==> src/rtl/fir_secuenciador_pkg.sv <==
// Shared constants for the time-multiplexed FIR controller: data format,
// FSM state encoding and the N-bit signed saturation limits.
package fir_secuenciador_pkg;

  localparam int N = 16;  // sample / coefficient / result width
  localparam int F = 8;   // fractional bits, Q(N-F).F

  localparam logic signed [N-1:0] MAX_N = {1'b0, {(N-1){1'b1}}};
  localparam logic signed [N-1:0] MIN_N = {1'b1, {(N-1){1'b0}}};

  typedef enum logic [1:0] {
    IDLE = 2'd0,
    MAC  = 2'd1,
    DONE = 2'd2
  } estado_t;

endpackage

==> src/rtl/fir_secuenciador_sat_suma.sv <==
// N-bit signed saturating adder with overflow flag (accumulator stage).
module sat_suma
  import fir_secuenciador_pkg::*;
(
  input  logic signed [N-1:0] i_a,
  input  logic signed [N-1:0] i_b,
  output logic signed [N-1:0] o_suma,
  output logic                o_desborde
);

  logic signed [N:0] w_ext;

  assign w_ext = $signed({i_a[N-1], i_a}) + $signed({i_b[N-1], i_b});

  // Overflow shows up as the two top bits of the N+1 bit sum disagreeing;
  // the top bit then tells which rail to clamp to.
  always_comb begin
    o_desborde = (w_ext[N] != w_ext[N-1]);
    o_suma     = w_ext[N-1:0];
    if (o_desborde) o_suma = w_ext[N] ? MIN_N : MAX_N;
  end

endmodule

==> src/rtl/fir_secuenciador.sv <==
// Time-multiplexed FIR controller: one shared signed multiplier plus a
// saturating truncation stage, one tap per cycle, one result per sample.
// Optional macro FIR_REDONDEO_EN: round-half-up before the shift instead
// of truncating toward -inf.
module fir_secuenciador
  import fir_secuenciador_pkg::*;
#(
  parameter  int TAPS = 8,
  localparam int AW   = $clog2(TAPS)
) (
  input  logic                clk,
  input  logic                rst_n,
  input  logic signed [N-1:0] muestra_in,
  input  logic                muestra_valida,
  output logic                listo,
  output logic [AW-1:0]       coef_addr,
  input  logic signed [N-1:0] coef_dato,
  output logic signed [N-1:0] resultado,
  output logic                resultado_valido,
  output logic                saturo
);

  estado_t             r_estado, w_sig;
  logic signed [N-1:0] r_x [TAPS];
  logic signed [N-1:0] r_acc;
  logic [AW-1:0]       r_k;
  logic                r_sat;
  logic signed [N-1:0] r_resultado;
  logic                r_valido;
  logic                r_saturo;

  logic signed [2*N-1:0] w_prod;
  logic signed [2*N:0]   w_prod_r;
  logic signed [2*N:0]   w_q_ancho;
  logic signed [N-1:0]   w_q;
  logic                  w_sat_q;
  logic                  w_cabe;
  logic signed [N-1:0]   w_suma;
  logic                  w_desb;
  logic                  w_ultimo;

  assign listo            = (r_estado == IDLE);
  assign coef_addr        = (r_estado == MAC) ? r_k : '0;
  assign resultado        = r_resultado;
  assign resultado_valido = r_valido;
  assign saturo           = r_saturo;
  assign w_ultimo         = (r_k == AW'(TAPS - 1));

  // Full-precision product; operands sign-extended so the 2N-bit result is exact.
  assign w_prod = $signed({{N{r_x[r_k][N-1]}}, r_x[r_k]})
                * $signed({{N{coef_dato[N-1]}}, coef_dato});

`ifdef FIR_REDONDEO_EN
  localparam logic signed [2*N:0] W_RND = (2*N+1)'(1) << (F - 1);
  assign w_prod_r = $signed({w_prod[2*N-1], w_prod}) + W_RND;
`else
  assign w_prod_r = $signed({w_prod[2*N-1], w_prod});
`endif

  assign w_q_ancho = w_prod_r >>> F;

  // Clamp the shifted product to N bits: it fits only if every bit above
  // the N-bit sign position is a copy of it.
  always_comb begin
    w_cabe  = (&w_q_ancho[2*N:N-1]) | ~(|w_q_ancho[2*N:N-1]);
    w_sat_q = ~w_cabe;
    w_q     = w_q_ancho[N-1:0];
    if (!w_cabe) w_q = w_q_ancho[2*N] ? MIN_N : MAX_N;
  end

  sat_suma u_acc (
    .i_a        (r_acc),
    .i_b        (w_q),
    .o_suma     (w_suma),
    .o_desborde (w_desb)
  );

  // State register.
  always_ff @(posedge clk or negedge rst_n) begin
    if (!rst_n) r_estado <= IDLE;
    else        r_estado <= w_sig;
  end

  // Next state: accept in IDLE, TAPS MAC cycles, one DONE cycle.
  always_comb begin
    w_sig = r_estado;
    case (r_estado)
      IDLE:    if (muestra_valida) w_sig = MAC;
      MAC:     if (w_ultimo)       w_sig = DONE;
      DONE:    w_sig = IDLE;
      default: w_sig = IDLE;
    endcase
  end

  // Delay line, accumulator, tap index and registered outputs.
  always_ff @(posedge clk or negedge rst_n) begin
    if (!rst_n) begin
      for (int i = 0; i < TAPS; i++) r_x[i] <= '0;
      r_acc       <= '0;
      r_k         <= '0;
      r_sat       <= 1'b0;
      r_resultado <= '0;
      r_valido    <= 1'b0;
      r_saturo    <= 1'b0;
    end else begin
      r_valido <= 1'b0;
      case (r_estado)
        IDLE: begin
          if (muestra_valida) begin
            for (int i = TAPS - 1; i > 0; i--) r_x[i] <= r_x[i-1];
            r_x[0] <= muestra_in;
            r_acc  <= '0;
            r_sat  <= 1'b0;
            r_k    <= '0;
          end
        end
        MAC: begin
          r_acc <= w_suma;
          r_sat <= r_sat | w_sat_q | w_desb;
          r_k   <= w_ultimo ? '0 : r_k + 1'b1;
        end
        DONE: begin
          r_resultado <= r_acc;
          r_saturo    <= r_sat;
          r_valido    <= 1'b1;
        end
        default: ;
      endcase
    end
  end

endmodule

==> config.mk <==
export PLATFORM = sky130hd
export DESIGN_NAME = fir_secuenciador
export DESIGN_NICKNAME = d
export VERILOG_FILES = /design/src/rtl/fir_secuenciador_pkg.sv /design/src/rtl/fir_secuenciador_sat_suma.sv /design/src/rtl/fir_secuenciador.sv
export SDC_FILE = /design/constraint.sdc
export NUM_CORES = 1
export LEC_CHECK = 0
export CAP_MARGIN = 20
export CORE_MARGIN = 3
export CORE_UTILIZATION = 45
export CTS_BUF_LIST = sky130_fd_sc_hd__clkbuf_8
export CTS_CLUSTER_SIZE = 12
export DETAILED_ROUTE_END_ITERATION = 16
export SYNTH_ARGS = -nofsm -noshare
export SYNTH_HDL_FRONTEND = slang
export SYNTH_SLANG_ARGS = --single-unit
export TNS_END_PERCENT = 100
==> constraint.sdc <==
create_clock -name clk -period 14 [get_ports clk]
set_input_delay 2.8 -clock clk [delete_from_list [all_inputs] [get_ports clk]]
set_output_delay 2.8 -clock clk [all_outputs]
set_load 0.01 [all_outputs]
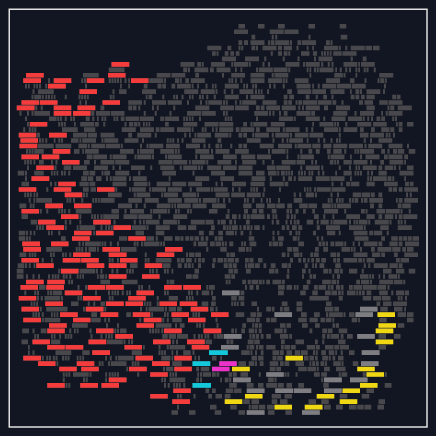
**Above:** register map, names as in the netlist.
(2 px per um) Other sequential cells in the stronger grey, the rest of the logic in the fainter grey.
[`r_k`] cyan | placed flops: 3
[`r_x`] red | placed flops: 128
[`r_estado`] magenta | placed flops: 2
[`resultado`] yellow | placed flops: 16 | where: lower right
utilization after layout: 49.4%
flip-flop and latch area: 0.00421 mm^2
Seq area share: 21.3%

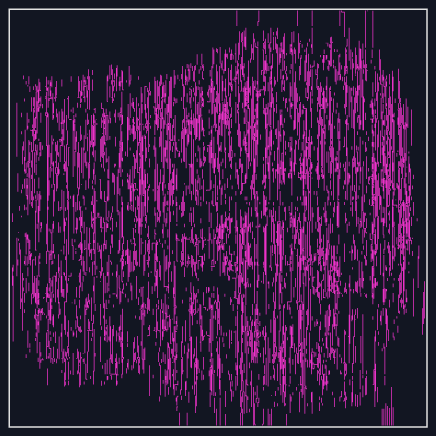
**Above:** signal wires on met2.
(2 px per um)
share of all routed wire: 51%
nets with wire on the layer: 2044
wire length on this layer: 21.0 mm
via count: 13394
Detailed Route WL: 41400 um
GR met2 Demand/Resource: 35.1%

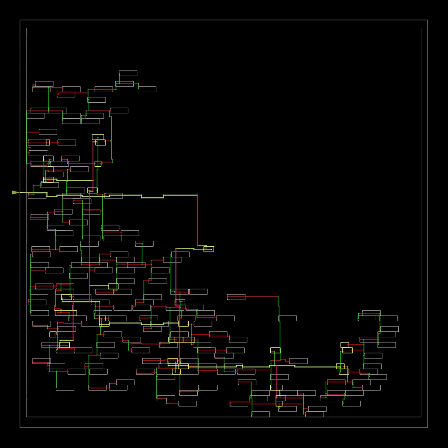
**Above:** the clock network.
final clock skew: 14.3 ps
TritonCTS Buffers: 17
flop count: 168

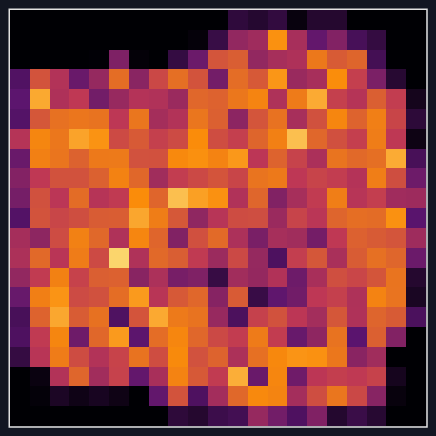
**Above:** local utilization.
(2 px per um) 21 x 21 tiles, from black (low) to pale yellow (high), 0 to 100% covered.
fullest tile: 91%
tiles over 75% full: 5.7%
nearly empty tiles: 13%
emptiest ninth of the die: upper left
mean over tiles: 44%
FP Util: 45.9%
core box area: 0.0400 mm^2

==> summary.txt <==
On the backend side, the flow ran end to end.

The flow ran to the end, and the final reports show no timing, DRC or antenna violations. Measured on the final layout, the clock distribution area share stands at under 10%. Summing all non-filler instances in the final layout gives an area of just under 0.02 mm^2. The area of the mapped netlist stands at approximately 0.018 mm^2.

The logic share of the area stands at between 60% and 70%. By area the synthesized netlist is led by fa_1, dfrtp_1, nand2_1, ha_1, inv_1. The number of clock sinks came to 168. Note that the worst hold path type here is flip-flop to flip-flop.

The number of signal-net inverters in the final layout stands at roughly 300. The via count of the first global-routing pass came to between 10000 and 15000. The number of tap cells added at floorplan stands at roughly 530. The critical path buffer and inverter count stands at 9. The post-route fraction of the period consumed by the critical path stands at around 92%. STA classifies the critical path startpoint as an input port. The register bit total from synthesis stands at between 150 and 200.

By area, combinational gates come first. The buffer depth of the longest clock path stands at 2. Non-clock buffers in the final layout number ~70. The number of distinct library cell variants in the gate-level netlist after synthesis stands at 69.

Once iteration 0 of detailed routing completed, the report listed 702 DRC markers. The most used flip-flop cell after synthesis is dfrtp_1. The number of inserted diodes stands at 0. The number of iterations in the first detailed-routing pass stands at 5.

The fmax stands at around 77 MHz. STA lists the startpoint of the worst register-to-register path as r_k[0]. The die is about 210 um tall.

The instance area after placement stands at roughly 0.019 mm^2. In this run the worst setup path terminates at r_acc[14]. In this run the register-to-register setup slack is about 1900 ps. The number of nets with antenna violations after detailed routing stands at 0. The cell-mix breakdown from Yosys lists the adder-cell area share as a little over a third. The first global-routing pass estimated between 70000 and 80000 um of wire.

The number of max-cap violations stands at 0. The synthesized design contains 0 enable-type register cells. The number of antenna violations at the first check in global routing stands at 0.

The routed length on met2 stands at around 21000 um. The quantity of gates resized following cts stands at 0. The buffer count from post-CTS setup fixing stands at 0. The routed length on met1 stands at between 15000 and 20000 um. The relative slew slack stands at between 30 and 40%. The top-level port count stands at roughly 57. Sorting the synthesized cells by how often they occur yields nand2_1, inv_1, fa_1. Entering global routing, the biggest net connects 80 pins. Cells with a size suffix above 1 make up ~6.7% of the layout. Per the cell usage report, the commonest logic cells after layout are nand2_1, inv_1, fa_1.

The fraction of area in non-clock buffers stands at about 3.5%. The share of the Yosys chip area taken by registers is approximately 23%. The required arrival time at the worst endpoint stands at 14380 ps. In this design, the stage delay of the slowest critical-path cell is roughly 730 ps. The overall routing resource usage stands at ~20%.

The amount of wire on met3 after detailed routing stands at about 1200 um. The number of hold buffers added after CTS was 0. For reference, the placement row count at floorplan is ~73.

Tracing the worst setup path back leads to its startpoint at coef_dato[1]. The actual slew at the worst max-slew pin stands at ~1000 ps. The final worst slack stands at approximately 1100 ps. The cell depth of the worst hold path stands at 2. Summing all multi-input logic gate instances after layout gives ~0.013 mm^2.

The post-synthesis area per instance stands at about 9 um^2. The flip-flop count of the largest register, all copies and words added stands at roughly 130. The number of warnings reported in the stage logs is 27. The net count of the finished layout stands at roughly 2400.
